**src/rtl/pc_gen_pkg.sv**
```systemverilog
// Shared types and constants for the program-counter generator.
package pc_gen_pkg;

  localparam int PC_W = 32;
  localparam int INSTR_BYTES = 4;
  localparam logic [1:0] ALIGN_MASK = 2'b11;

  typedef enum logic [1:0] {
    BOOT = 2'd0,
    RUN  = 2'd1,
    HALT = 2'd2
  } pc_state_e;

  // Only the two low address bits decide instruction alignment.
  function automatic logic is_misaligned(input logic [1:0] addr_lsb);
    return (addr_lsb & ALIGN_MASK) != 2'b00;
  endfunction

endpackage

```
**src/rtl/pc_gen_if.sv**
```systemverilog
// Control and status bundle between the pipeline front end and pc_gen.
interface pc_gen_if #(
  parameter int CNT_W = 32
);
  import pc_gen_pkg::*;

  logic             stall_i;
  logic             redirect_valid_i;
  logic [PC_W-1:0]  redirect_target_i;
  logic             trap_i;
  logic             halt_i;
  logic [PC_W-1:0]  pc_o;
  logic [PC_W-1:0]  pc_plus4_o;
  logic             pc_valid_o;
  logic             misaligned_o;
  logic [PC_W-1:0]  misaligned_addr_o;
  logic [CNT_W-1:0] retired_cnt_o;

  modport master (
    output stall_i, redirect_valid_i, redirect_target_i, trap_i, halt_i,
    input  pc_o, pc_plus4_o, pc_valid_o, misaligned_o, misaligned_addr_o, retired_cnt_o
  );

  modport slave (
    input  stall_i, redirect_valid_i, redirect_target_i, trap_i, halt_i,
    output pc_o, pc_plus4_o, pc_valid_o, misaligned_o, misaligned_addr_o, retired_cnt_o
  );

endinterface

```
**src/rtl/pc_redirect_buf.sv**
```systemverilog
// Holds one redirect that arrived while fetch was stalled; the newest capture wins.
module pc_redirect_buf
  import pc_gen_pkg::*;
(
  input  logic            clk,
  input  logic            reset,
  input  logic            capture,
  input  logic [PC_W-1:0] capture_tgt,
  input  logic            clear,
  output logic            pend_v,
  output logic [PC_W-1:0] pend_tgt
);

  always_ff @(posedge clk) begin
    if (reset) begin
      pend_v   <= 1'b0;
      pend_tgt <= '0;
    end else if (capture) begin
      pend_v   <= 1'b1;
      pend_tgt <= capture_tgt;
    end else if (clear) begin
      pend_v   <= 1'b0;
    end
  end

endmodule

```
**src/rtl/pc_gen.sv**
```systemverilog
// Program-counter generator: boot sequencing, redirect/trap/halt priority,
// misaligned-target trapping and retired-instruction counting.
module pc_gen
  import pc_gen_pkg::*;
#(
  parameter logic [31:0] RESET_PC = 32'h0000_0000,
  parameter logic [31:0] TRAP_VEC = 32'h0000_0100,
  parameter int          CNT_W    = 32
) (
  input logic     clk,
  input logic     reset,
  pc_gen_if.slave bus
);

  localparam logic [1:0] ST_BOOT = 2'(BOOT);
  localparam logic [1:0] ST_RUN  = 2'(RUN);
  localparam logic [1:0] ST_HALT = 2'(HALT);

  logic [1:0]       state;
  logic [1:0]       next_state;
  logic [PC_W-1:0]  pc;
  logic [PC_W-1:0]  next_pc;
  logic [PC_W-1:0]  pick_tgt;
  logic             pick_v;
  logic             mis_evt;
  logic             mis_q;
  logic [PC_W-1:0]  mis_addr_q;
  logic [CNT_W-1:0] cnt;
  logic             pend_v;
  logic [PC_W-1:0]  pend_tgt;
  logic             running;
  logic             advance;
  logic             retire;
  logic             capture;

  assign running = (state == ST_RUN);
  assign advance = running && !bus.stall_i;
  assign retire  = advance && !bus.halt_i;
  assign capture = running && bus.stall_i && bus.redirect_valid_i;

  pc_redirect_buf u_redirect_buf (
    .clk         (clk),
    .reset       (reset),
    .capture     (capture),
    .capture_tgt (bus.redirect_target_i),
    .clear       (advance),
    .pend_v      (pend_v),
    .pend_tgt    (pend_tgt)
  );

  // Next-PC priority: halt, trap, live redirect, buffered redirect, then sequential.
  always_comb begin
    next_state = state;
    next_pc    = pc;
    pick_v     = 1'b0;
    pick_tgt   = '0;
    mis_evt    = 1'b0;
    case (state)
      ST_BOOT: next_state = ST_RUN;
      ST_RUN: begin
        if (!bus.stall_i) begin
          if (bus.halt_i) begin
            next_state = ST_HALT;
          end else if (bus.trap_i) begin
            next_pc = TRAP_VEC;
          end else if (bus.redirect_valid_i) begin
            pick_v   = 1'b1;
            pick_tgt = bus.redirect_target_i;
          end else if (pend_v) begin
            pick_v   = 1'b1;
            pick_tgt = pend_tgt;
          end else begin
            next_pc = pc + PC_W'(INSTR_BYTES);
          end
        end
      end
      default: next_state = state;
    endcase
    // A redirect target that is not word aligned diverts to the trap vector.
    if (pick_v) begin
      if (is_misaligned(pick_tgt[1:0])) begin
        next_pc = TRAP_VEC;
        mis_evt = 1'b1;
      end else begin
        next_pc = pick_tgt;
      end
    end
  end

  always_ff @(posedge clk) begin
    if (reset) begin
      state      <= ST_BOOT;
      pc         <= RESET_PC;
      mis_q      <= 1'b0;
      mis_addr_q <= '0;
      cnt        <= '0;
    end else begin
      state <= next_state;
      pc    <= next_pc;
      mis_q <= mis_evt;
      if (mis_evt) begin
        mis_addr_q <= pick_tgt;
      end
      if (retire) begin
        cnt <= cnt + CNT_W'(1);
      end
    end
  end

  assign bus.pc_o              = pc;
  assign bus.pc_plus4_o        = pc + PC_W'(INSTR_BYTES);
  assign bus.pc_valid_o        = running;
  assign bus.misaligned_o      = mis_q;
  assign bus.misaligned_addr_o = mis_addr_q;
  assign bus.retired_cnt_o     = cnt;

endmodule
```
**src/flat_wrapper.sv**
```systemverilog
// flat-port wrapper written by rule: the top's interface ports become plain ports
module pc_gen_flat import pc_gen_pkg::*;
#(
  parameter logic [31:0] RESET_PC = 32'h0000_0000,
  parameter logic [31:0] TRAP_VEC = 32'h0000_0100,
  parameter int          CNT_W    = 32
)
  (clk, reset, bus_stall_i, bus_redirect_valid_i, bus_redirect_target_i, bus_trap_i, bus_halt_i, bus_pc_o, bus_pc_plus4_o, bus_pc_valid_o, bus_misaligned_o, bus_misaligned_addr_o, bus_retired_cnt_o);
  pc_gen_if #(.CNT_W(CNT_W)) bus_i ();
  input logic clk;
  input logic reset;
  input wire logic [$bits(bus_i.stall_i)-1:0] bus_stall_i;
  input wire logic [$bits(bus_i.redirect_valid_i)-1:0] bus_redirect_valid_i;
  input wire logic [$bits(bus_i.redirect_target_i)-1:0] bus_redirect_target_i;
  input wire logic [$bits(bus_i.trap_i)-1:0] bus_trap_i;
  input wire logic [$bits(bus_i.halt_i)-1:0] bus_halt_i;
  output wire logic [$bits(bus_i.pc_o)-1:0] bus_pc_o;
  output wire logic [$bits(bus_i.pc_plus4_o)-1:0] bus_pc_plus4_o;
  output wire logic [$bits(bus_i.pc_valid_o)-1:0] bus_pc_valid_o;
  output wire logic [$bits(bus_i.misaligned_o)-1:0] bus_misaligned_o;
  output wire logic [$bits(bus_i.misaligned_addr_o)-1:0] bus_misaligned_addr_o;
  output wire logic [$bits(bus_i.retired_cnt_o)-1:0] bus_retired_cnt_o;
  assign bus_i.stall_i = bus_stall_i;
  assign bus_i.redirect_valid_i = bus_redirect_valid_i;
  assign bus_i.redirect_target_i = bus_redirect_target_i;
  assign bus_i.trap_i = bus_trap_i;
  assign bus_i.halt_i = bus_halt_i;
  assign bus_pc_o = bus_i.pc_o;
  assign bus_pc_plus4_o = bus_i.pc_plus4_o;
  assign bus_pc_valid_o = bus_i.pc_valid_o;
  assign bus_misaligned_o = bus_i.misaligned_o;
  assign bus_misaligned_addr_o = bus_i.misaligned_addr_o;
  assign bus_retired_cnt_o = bus_i.retired_cnt_o;
  pc_gen #(.RESET_PC(RESET_PC), .TRAP_VEC(TRAP_VEC), .CNT_W(CNT_W)) u_core (.clk(clk), .reset(reset), .bus(bus_i));
endmodule
```
**config.mk**
```make
export PLATFORM = sky130hd
export DESIGN_NAME = pc_gen_flat
export DESIGN_NICKNAME = d
export VERILOG_FILES = /design/src/rtl/pc_gen_pkg.sv /design/src/rtl/pc_gen_if.sv /design/src/rtl/pc_redirect_buf.sv /design/src/rtl/pc_gen.sv /design/src/flat_wrapper.sv
export SDC_FILE = /design/constraint.sdc
export NUM_CORES = 1
export LEC_CHECK = 0
export CAP_MARGIN = 20
export CORE_AREA = 2 2 118 120
export CTS_BUF_LIST = sky130_fd_sc_hd__clkbuf_4 sky130_fd_sc_hd__clkbuf_8
export CTS_CLUSTER_DIAMETER = 50
export CTS_CLUSTER_SIZE = 12
export DETAILED_ROUTE_END_ITERATION = 8
export DIE_AREA = 0 0 120 122
export PLACE_DENSITY = 0.79
export RECOVER_POWER = 100
export SETUP_SLACK_MARGIN = 0.05
export SYNTH_ARGS = -nofsm -noshare
export SYNTH_HDL_FRONTEND = slang
export SYNTH_SLANG_ARGS = --single-unit
export TNS_END_PERCENT = 30
```
**constraint.sdc**
```tcl
create_clock -name clk -period 6 [get_ports clk]
set_input_delay 1.2 -clock clk [delete_from_list [all_inputs] [get_ports clk]]
set_output_delay 1.2 -clock clk [all_outputs]
set_load 0.03 [all_outputs]
```
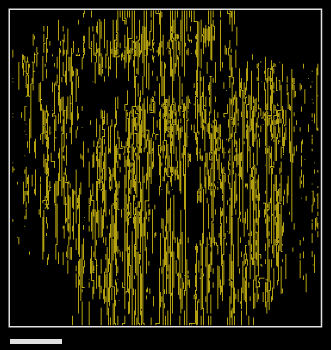
Fig. 1. M2 wires (run 1).
Scale bar: 20 um.
wire length on this layer = 8540 um
main direction = vertical
longest straight run = 60.8 um
share of all routed wire = 46%
overall routed net length: 18500 um
via count: 6300
GRT met2 Usage: 39.8%

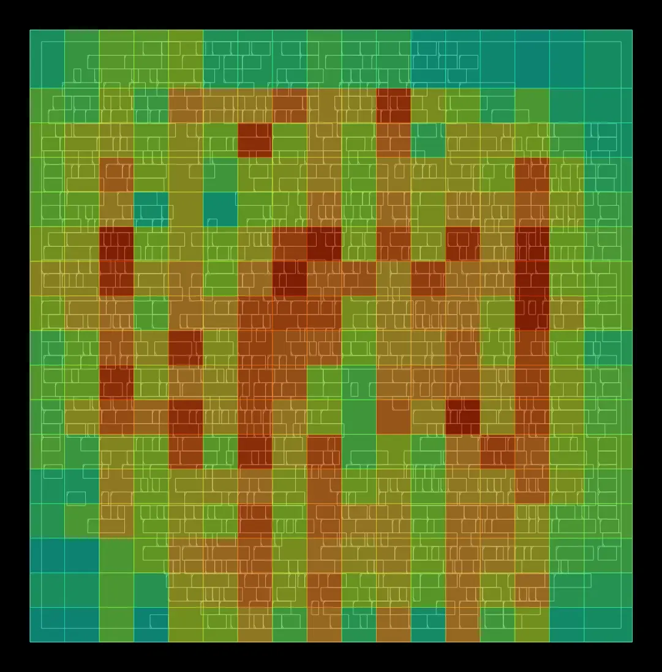
Fig. 2. Track usage over the die (run 1).
Post-Route Utilization: 63.8%
total track usage: 25.4%
busiest layer in global routing: met2
routed length per instance: 16.6 um
GR Util met1: 34.1%

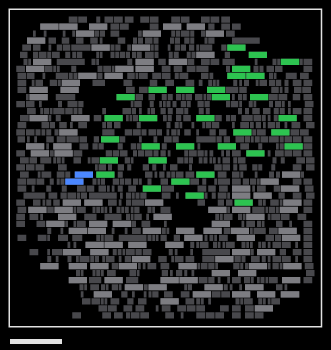
Fig. 3. Register map, names as in the netlist (run 1).
Scale bar: 20 um. Other sequential cells in the stronger grey, the rest of the logic in the fainter grey.
u_core.bus.pc_o -> green  # placed flops 32
u_core.state -> blue  # placed flops 2
not coloured = 98
P_seq: 0.903 mW
register area: 2640 um2
flop share of the area: 30.7%

==> reports/metrics.cfg, run 1 <==
[global_route]
grt_pass1_vias = 5571

[sta]
timing.slew.headroom_pct = -57.7
final-hold-violation-count = 0
setup_tns_ps = 0
drv_slew = 105
fin_ws_ps = 1210

[die]
die-height_um = 122
core.rowCount = 43
fp_util_pct = 47.5
placeableCoreArea_um2 = 13500

[yosys]
synthCells = 783
ys_cells = 783
yosys.stat.seqShare_pct = 41.2
synth_flops = 132
synthTopCellsByArea = dfxtp_1, nand2_1, a21oi_1
top_cell = dfxtp_1
synthesis.nets = 823
logic_family = simple AND/OR/NAND/NOR gates
yosys-stat-area_um2 = 6420
yosys.area_share.simple_pct = 24.1
yosys.area_share.xor_xnor_pct = 6.14
synth_cell_types = 59
adder_share_pct = 0.390

[critical_path]
cp_slowest_cell = clkbuf_1
worstSetupStartpointType = primary input
max_stage_delay_ps = 1500
worstSetupPathType = in -> reg

[clock_network]
clockBufferDepth = 2
cts_setup_buffers = 0
cts_tree = yes
cts_resized = 0
tritoncts.num_buffers = 17

[place]
dp_hpwl_um = 12900
post-place-ws_ps = 1960
place_congestion = 0.908
portBuffers = 167

[finish]
synthToLayoutAreaGrowth_pct = 34.2
antenna_cells = 0
layout-drive-gt1-share_pct = 6.41

[min_path]
hp-class = reg -> reg

[flow_run]
maxCapViolCount = 2
openroad.warnings = 26

[status]
violations = max-capacitance violations, max-slew violations
outcome = finished with violations

[route]
viasPerCell = 5.65

[power]
power_leakage_nw = 3.29

run 1: power breakdown:
part / total (mW) / switching (mW) / internal (mW)
logic: 0.184 / 0.114 / 0.0698
clock network: 0.860 / 0.357 / 0.504
registers: 0.903 / 0.0127 / 0.891
run 1: routing by layer:
| metal | GRT usage [%] | up-vias | part of all wire (%) |
|---|---|---|---|
| li1 | - | 3084 | - |
| met4 | 10.2 | 0 | 2.8 |
| met1 | 34.1 | 2904 | 44 |
| met2 | 39.8 | 279 | 46 |
| met5 | 0 | - | 0 |
| met3 | 5.29 | 33 | 7.4 |
run 1: cell usage in the layout, fill, tap and decap left out, drive strengths merged, types with 3 or more instances in the layout:
cell type	n
dfxtp	132
dlygate4sd3	130
nand2	105
nor2	77
a21oi	72
o21ai	37
clkdlybuf4s50	35
mux2i	30
xnor2	30
a211oi	29
nand3	25
clkbuf	23
inv	18
nand4	18
or3	17
xor2	15
nor4	13
o32ai	9
nor3	9
a22oi	8
and4	8
and2	8
buf	8
a31oi	7
and3	7
or4	6
mux2	5
o221ai	5
bufinv	5
clkinv	5
or2	4
o32a	4
nor2b	3
nand2b	3
run 1: path summary, 6_finish.rpt:
kind / from / end / cells past startpoint
min reg2reg: u_core.u_redirect_buf.pend_tgt[28] / u_core.u_redirect_buf.pend_tgt[28] / 2
min: u_core.u_redirect_buf.pend_tgt[28] / u_core.u_redirect_buf.pend_tgt[28] / 2
max: bus_halt_i / u_core.bus.misaligned_addr_o[4] / 8
max reg2reg: u_core.state[1] / u_core.bus.misaligned_addr_o[4] / 7
run 1: layout make-up:
cell class | count | area, um2
well taps | 180 | 225
clock inverters | 13 | 206
repair buffers | 177 | 1730
fillers | 1165 | 4880
multi-input cells | 578 | 3510
flip-flops and latches | 132 | 2640
clock buffers | 19 | 249
inverters | 17 | 63.8
run 1: metrics by stage:
stage / hold slack [ps] / instance area (um2) / total power, mW / std cells
after floorplan: 434 / 6420 / 1.03 / 783
after global placement: 440 / 8180 / 1.11 / 1084
after detailed placement: 446 / 8180 / 1.11 / 1084
after CTS: 457 / 8630 / 1.97 / 1116
after global routing: 471 / 8620 / 2.02 / 1116
final: 454 / 8620 / 1.95 / 1116
run 1: registers in the layout, indices dropped and copies added (netlist names):
name	count
u_core.bus.misaligned_o	1
u_core.bus.pc_o	32
u_core.state	2
u_core.u_redirect_buf.pend_tgt	32
u_core.bus.misaligned_addr_o	32
u_core.u_redirect_buf.pend_v	1
u_core.bus.retired_cnt_o	32
run 1: logic make-up after synthesis:
family | Yosys count
adders and majority gates | 2
muxes | 35
and+or+nand+nor | 309
DFF | 132
xor gates and xnor gates | 45
AOI/OAI and AO/OA | 187
buffers and inverters | 73
run 1: worst max-delay path: cells and delay by family:
family / cells / cell delay (ps)
buffers and inverters: 3 / 2380
and+or+nand+nor: 3 / 860
AOI/OAI and AO/OA: 2 / 640
==> run 1 -> run 2 <==
CORE_AREA = 2 2 122 124   (was 2 2 118 120)
DIE_AREA = 0 0 124 126   (was 0 0 120 122)
PLACE_DENSITY = 0.78   (was 0.79)
clock period = 4 ns   (was 6 ns; I/O delays follow)
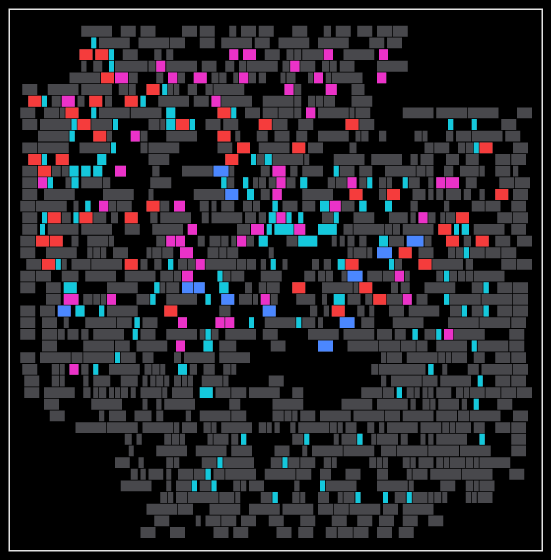
Fig. 4. Gate-type map (run 2).
AND-OR and OR-AND gates -> blue  # cells 12, where centre
NOR gates -> cyan  # cells 105
XOR/XNOR gates -> red  # cells 45
AND and OR gates -> magenta  # cells 51
non-filler instance count after layout: 1124
logic share of the area: 40.6%
commonest non-fill, non-tap cell in the layout: dfxtp_1

==> reports/metrics.cfg, run 2 <==
[status]
outcome = finished with violations
violations = max-capacitance violations, max-slew violations

[finish]
stdcell_area_um2 = 8530  ; -1.1%
final_util_pct = 59.6  ; -4.3 points

[route]
viasPerCell = 5.62  ; -0.52%

[sta]
final-hold-violation-count = 0  ; unchanged
fin_ws_ps = 174  ; -1040 ps
drv_slew = 38  ; -64%
setup_tns_ps = 0  ; unchanged
hold_ws_ps = 454  ; -0.0500 ps

[power]
intPower_mw = 1.98  ; +35%
seqPwrFrac_pct = 50.0  ; +3.6 points
power_leakage_nw = 3.22  ; -2.0%
p_sw_share_pct = 26.9  ; +2.1 points
power_mw = 2.71  ; +39%

[yosys]
yosys-stat-area_um2 = 6420  ; unchanged
synthesis.nets = 823  ; unchanged
synth_flops = 132  ; unchanged
top_cell = dfxtp_1
synthTopCellsByArea = dfxtp_1, nand2_1, a21oi_1
ys_cells = 783  ; unchanged

[die]
placeableCoreArea_um2 = 14300  ; +6.0%
fp_util_pct = 44.9  ; -2.7 points

[min_path]
hp-class = reg -> reg
min_to = u_core.u_redirect_buf.pend_tgt[24]

[critical_path]
cp_slowest_cell = clkdlybuf4s50_1
worstSetupStartpointType = register
cp_num_buf_inv = 1  ; -2
worstSetupPathType = reg -> out
r2r-end = u_core.bus.misaligned_addr_o[5]
r2r_start = u_core.state[1]

[place]
place_inst = 1092  ; +0.74%
portBuffers = 167  ; unchanged
dpl_cell_area_um2 = 8230  ; +0.58%
post-place-ws_ps = 539  ; -1430 ps

[global_route]
grt_pass1_vias = 5554  ; -0.31%

[clock_network]
clockBufferDepth = 2  ; unchanged

[flow_run]
maxCapViolCount = 1  ; -1

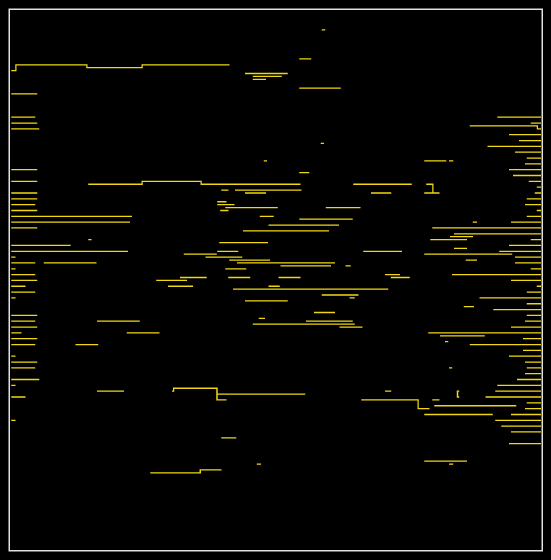
Fig. 5. Met3 routing (run 2).
share of all routed wire = 7.3%
nets with wire on the layer = 144
wire length on this layer = 1350 um
main direction = horizontal
longest straight run = 35.9 um
overall routed net length: 18600 um
via count: 6312
met3 Use GR: 4.85%

==> run 2: netlist changes by cell type in the layout (fill, tap and decap cells not counted), moves of 3 or more <==
cell	change
bufinv_16	-4
clkbuf_1	+4
clkbuf_8	+3
clkdlybuf4s50_1	+4
dlygate4sd3_1	-7
==> run 2: cells by family (layout without fill, tap and decap cells) <==
group	after synthesis	after routing	share of synthesized area, %
xor gates and xnor gates	45	45	6.14
adders and majority gates	2	2	0.390
muxes	35	35	5.55
and+or+nand+nor	309	309	24.1
AOI/OAI and AO/OA	187	187	18.1
DFF	132	132	41.2
buffers and inverters	73	230	4.54
==> run 2: worst max path at each step <==
stage          slack, ps                start  cells past startpoint            endpoint
6_report             170  u_core.bus.pc_o[14]                      6  bus_pc_plus4_o[29]
5_1_grt               20   u_core.bus.pc_o[2]                      8  bus_pc_plus4_o[26]
4_1_cts              140   u_core.bus.pc_o[9]                      5  bus_pc_plus4_o[28]
2_1_floorplan        760   u_core.bus.pc_o[2]                      6  bus_pc_plus4_o[26]
3_5_place_dp         540  u_core.bus.pc_o[14]                      6  bus_pc_plus4_o[31]
3_3_place_gp         640  u_core.bus.pc_o[14]                      6  bus_pc_plus4_o[29]
==> run 2: layer usage <==
metal  share of wire, %  vias up  GRT usage [%]
met5                  0        -              0
met4                2.7        0           8.20
met3                7.3       28           4.85
met2                 46      245           36.2
met1                 44     2956           31.8
li1                   -     3083              -
==> run 2: power groups by stage <==
| stage | clock (mW) | sequential (mW) | combinational (mW) |
|---|---|---|---|
| 2_1_floorplan | 0 | 1.40 | 0.144 |
| 4_1_cts | 1.10 | 1.36 | 0.283 |
| 6_report | 1.08 | 1.35 | 0.274 |
| 3_5_place_dp | 0 | 1.39 | 0.281 |
| 5_1_grt | 1.15 | 1.36 | 0.296 |
| 3_3_place_gp | 0 | 1.39 | 0.280 |
==> run 2: worst min-delay path: cells and delay by family (launching register included) <==
kind,cells,cell delay (ps)
DFF,1,310
AOI/OAI and AO/OA,1,50
and+or+nand+nor,1,50
==> run 2: layout make-up <==
cell class / instances / area [um2]
Fill cell: 1304 / 5790
Multi-Input combinational cell: 578 / 3460
Sequential cell: 132 / 2640
Timing Repair Buffer: 181 / 1750
Clock buffer: 20 / 275
Tap cell: 184 / 230
Clock inverter: 12 / 105
Inverter: 17 / 63.8
==> run 2: what timing repair did <==
| item | in CTS | in global routing |
|---|---|---|
| endpoints found under the setup margin | 2 | 5 |
| hold buffers | 0 | 0 |
| gates resized | 1 | 4 |
| pin swaps | 0 | 0 |
Power figures rest on the tool's default switching activity, not on a simulated workload.
